==> images/layer_met1.png <==
Bar = 100 um.
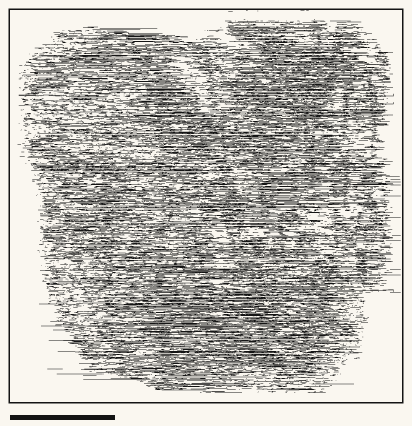
==> images/layer_met2.png <==
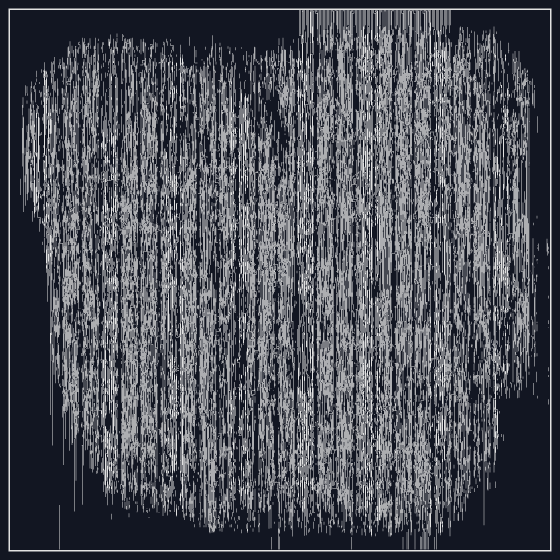
==> images/layer_met3.png <==
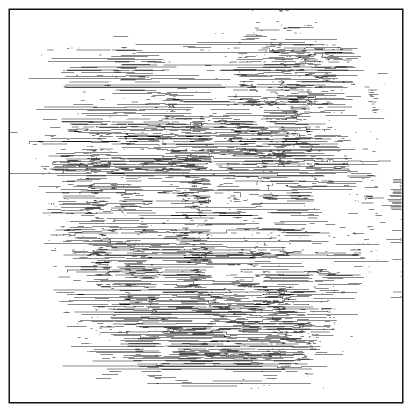
==> images/layer_met4.png <==
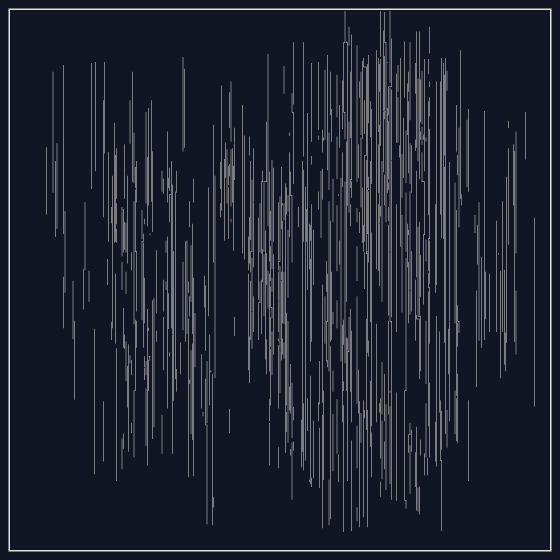
==> images/congestion.png <==
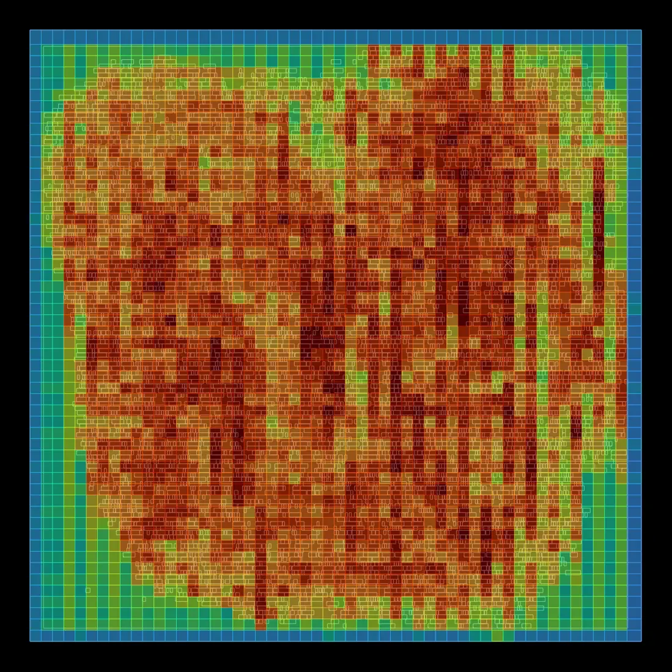
`src/rtl/mdu_controller.sv`:
```
// HI/LO multiply-divide sequencer: fixed-latency multiply, 32-cycle restoring divide.
// Define MDU_FAST_MUL_EN to commit MULT/MULTU results at the acceptance edge.
module mdu_controller #(
    parameter int MUL_CYCLES = 5
) (
    input  logic        clk,
    input  logic        rst_n,
    input  logic        start,
    input  logic [2:0]  op,
    input  logic [31:0] rs_val,
    input  logic [31:0] rt_val,
    output logic        stall,
    output logic        busy,
    output logic        done,
    output logic [31:0] hi,
    output logic [31:0] lo,
    output logic [31:0] mf_result
);
    localparam logic [1:0] S_IDLE = 2'd0;
    localparam logic [1:0] S_MUL  = 2'd1;
    localparam logic [1:0] S_DIV  = 2'd2;
    localparam logic [1:0] S_FIX  = 2'd3;

    logic [1:0]  state;
    logic [5:0]  cnt;
    logic [63:0] prod;
    logic [31:0] rem, quo, dvsr, dz_val;
    logic        q_neg, r_neg, dz;

    logic        accept, is_signed;
    logic [63:0] mul_a, mul_b, mul_p;
    logic [31:0] rs_abs, rt_abs;
    logic [32:0] shifted, diff;

    assign busy      = (state != S_IDLE);
    assign stall     = start && busy;
    assign accept    = start && !busy;
    assign is_signed = ~op[0];

    // Sign-extending to 64 bits lets one truncated multiply serve both MULT and MULTU.
    assign mul_a = {(is_signed ? {32{rs_val[31]}} : 32'b0), rs_val};
    assign mul_b = {(is_signed ? {32{rt_val[31]}} : 32'b0), rt_val};
    assign mul_p = mul_a * mul_b;

    assign rs_abs = (is_signed && rs_val[31]) ? -rs_val : rs_val;
    assign rt_abs = (is_signed && rt_val[31]) ? -rt_val : rt_val;

    // One restoring step: shift the next dividend bit into the remainder and trial-subtract.
    assign shifted = {rem, quo[31]};
    assign diff    = shifted - {1'b0, dvsr};

    always_comb begin
        mf_result = 32'b0;
        if (op == 3'd6) mf_result = hi;
        else if (op == 3'd7) mf_result = lo;
    end

    always_ff @(posedge clk or negedge rst_n) begin
        if (!rst_n) begin
            state  <= S_IDLE;
            cnt    <= '0;
            prod   <= '0;
            rem    <= '0;
            quo    <= '0;
            dvsr   <= '0;
            dz_val <= '0;
            q_neg  <= 1'b0;
            r_neg  <= 1'b0;
            dz     <= 1'b0;
            hi     <= '0;
            lo     <= '0;
            done   <= 1'b0;
        end else begin
            done <= 1'b0;
            case (state)
                S_IDLE: begin
                    if (accept) begin
                        case (op)
                            3'd0, 3'd1: begin
`ifdef MDU_FAST_MUL_EN
                                {hi, lo} <= mul_p;
                                done     <= 1'b1;
`else
                                prod  <= mul_p;
                                cnt   <= 6'(MUL_CYCLES - 1);
                                state <= S_MUL;
`endif
                            end
                            3'd2, 3'd3: begin
                                rem    <= '0;
                                quo    <= rs_abs;
                                dvsr   <= rt_abs;
                                q_neg  <= is_signed && (rs_val[31] ^ rt_val[31]);
                                r_neg  <= is_signed && rs_val[31];
                                dz     <= (rt_val == 32'b0);
                                dz_val <= rs_val;
                                cnt    <= 6'd31;
                                state  <= S_DIV;
                            end
                            3'd4:    hi <= rs_val;
                            3'd5:    lo <= rs_val;
                            default: ;
                        endcase
                    end
                end
                S_MUL: begin
                    if (cnt == 6'd0) begin
                        {hi, lo} <= prod;
                        done     <= 1'b1;
                        state    <= S_IDLE;
                    end else begin
                        cnt <= cnt - 6'd1;
                    end
                end
                S_DIV: begin
                    if (!diff[32]) begin
                        rem <= diff[31:0];
                        quo <= {quo[30:0], 1'b1};
                    end else begin
                        rem <= shifted[31:0];
                        quo <= {quo[30:0], 1'b0};
                    end
                    if (cnt == 6'd0) state <= S_FIX;
                    else cnt <= cnt - 6'd1;
                end
                default: begin
                    if (dz) begin
                        lo <= 32'hFFFF_FFFF;
                        hi <= dz_val;
                    end else begin
                        lo <= q_neg ? -quo : quo;
                        hi <= r_neg ? -rem : rem;
                    end
                    done  <= 1'b1;
                    state <= S_IDLE;
                end
            endcase
        end
    end
endmodule

```
`config.mk`:
```
export PLATFORM = sky130hd
export DESIGN_NAME = mdu_controller
export DESIGN_NICKNAME = d
export VERILOG_FILES = /design/src/rtl/mdu_controller.sv
export SDC_FILE = /design/constraint.sdc
export NUM_CORES = 2
export LEC_CHECK = 0
export CAP_MARGIN = 40
export CORE_MARGIN = 8
export CORE_UTILIZATION = 50
export DETAILED_ROUTE_END_ITERATION = 6
export GPL_TIMING_DRIVEN = 0
export PLACE_DENSITY = 0.71
export SETUP_SLACK_MARGIN = 0.4
export SLEW_MARGIN = 40
export SYNTH_ARGS = -nofsm -noshare
export SYNTH_HDL_FRONTEND = slang
export SYNTH_SLANG_ARGS = --single-unit
```
`constraint.sdc`:
```
create_clock -name clk -period 7.1 [get_ports clk]
set_input_delay 0.71 -clock clk [delete_from_list [all_inputs] [get_ports clk]]
set_output_delay 0.71 -clock clk [all_outputs]
set_load 0.02 [all_outputs]
```
==> reports/qor.txt <==
Distinct lib cells used - 76
Setup-failing EPs final - 49
post-route minimum period - 9.237 ns
outcome - complete, but fails checks
Die Ht - 374.5 um
Logic family by area - adder cells
Synth Register Bits - 268
register share after synthesis - 0.1044
worst hold slack - 0.4816 ns
CTS tree - built
Critical Path Fanout Max - 10
# IOs - 169
post-route insts no fill - 9271
Final Cycle Share - 1.301
slowest stage cell, crit path - clkdlybuf4s15_1
Synth Area in Simple Gates - 0.1406
Synth top cells by count - 1607 x inv_1, 1416 x fa_1, 902 x nand2_1
fin area - 76230 sq um
Core Util, Final - 0.5978
FP Util - 0.5039
CP Data Arrival Time - 9.72 ns
ys flop type - dfrtp_1
EDFF count, synth - 0
DP Wirelength - 220300 um
Reg-to-Reg End - rem[1]$_DFFE_PN0P_
aoi share - 0.08497
failing checks - DRC, setup timing
fin worst setup slack - -2.137 ns
CTS Buf Count - 28
Post-CTS Setup Inserts - 152
Setup CP Type - in2reg
initial antenna violation count - 41
wire length per cell - 29.64 um
Largest stage delay, worst path - 0.81 ns
hold_buf cts - 1
clk sink count - 268
slew at the pin with the worst max-slew slack - 1.034 ns
Yosys Chip Area - 64260 sq um
worst setup path startpoint - rt_val[27]
number of remaining DRC errors - 1
vias in the first global route - 57090
dpl cell area - 69540 sq um
Nets - 9384
crit path capture type - register
-- layer_met1.png (at the start) --
main direction = horizontal
longest straight run = 99.4 um

-- layer_met2.png (at the start) --
nets with wire on the layer = 8111
longest straight run = 135 um

-- layer_met3.png (at the start) --
main direction = horizontal
wire length on this layer = 39.2 mm
share of all routed wire = 14%
longest straight run = 223 um
nets with wire on the layer = 1149

-- layer_met4.png (at the start) --
share of all routed wire = 8.9%
longest straight run = 260 um

-- congestion.png (at the start) --
GRT Util Overall: 0.3860
met1 Use GR: 0.4646

## worst max-delay path: cells and delay by family
family          cells  cell delay [ns]
fa+ha+maj          11             5.21
buf+inv             8             1.86
simple gates        7             0.96
compound gates      4             0.95
## layout make-up
| class | instances | area, sq um |
|---|---|---|
| Antenna cell | 46 | 115.1 |
| Buffer | 403 | 4133 |
| Clock buffer | 35 | 757.0 |
| Clock inverter | 16 | 269.0 |
| Fill cell | 10900 | 51290 |
| Inverter | 1607 | 6040 |
| Multi-Input combinational cell | 4845 | 52270 |
| Sequential cell | 268 | 6706 |
| Tap cell | 1662 | 2079 |
| Timing Repair Buffer | 389 | 3860 |
## sequential cells by signal, indices dropped and copies added (netlist names), 2 cells and up
signal  cells
dvsr       32
prod       64
rem        32
state       2
dz_val     32
cnt         6
hi         32
quo        32
lo         32
## cell usage in the layout (no fill, tap or decap), drive strengths merged, types with 109 or more instances in the layout
cell type and n:
xor2 109, buf 328, inv 1607, a21oi 247, and2 580, dfrtp 268, ha 356, clkbuf 386
o21ai 299, nor2 205, nand2 902, fa 1416, xnor2 157
## routing by layer
layer,global-route usage,part of all wire,vias up
met5,0,0.00043,-
met4,0.2602,0.089,16
met3,0.1451,0.14,1118
met2,0.5771,0.43,3889
met1,0.4646,0.34,27600
li1,-,-,22240
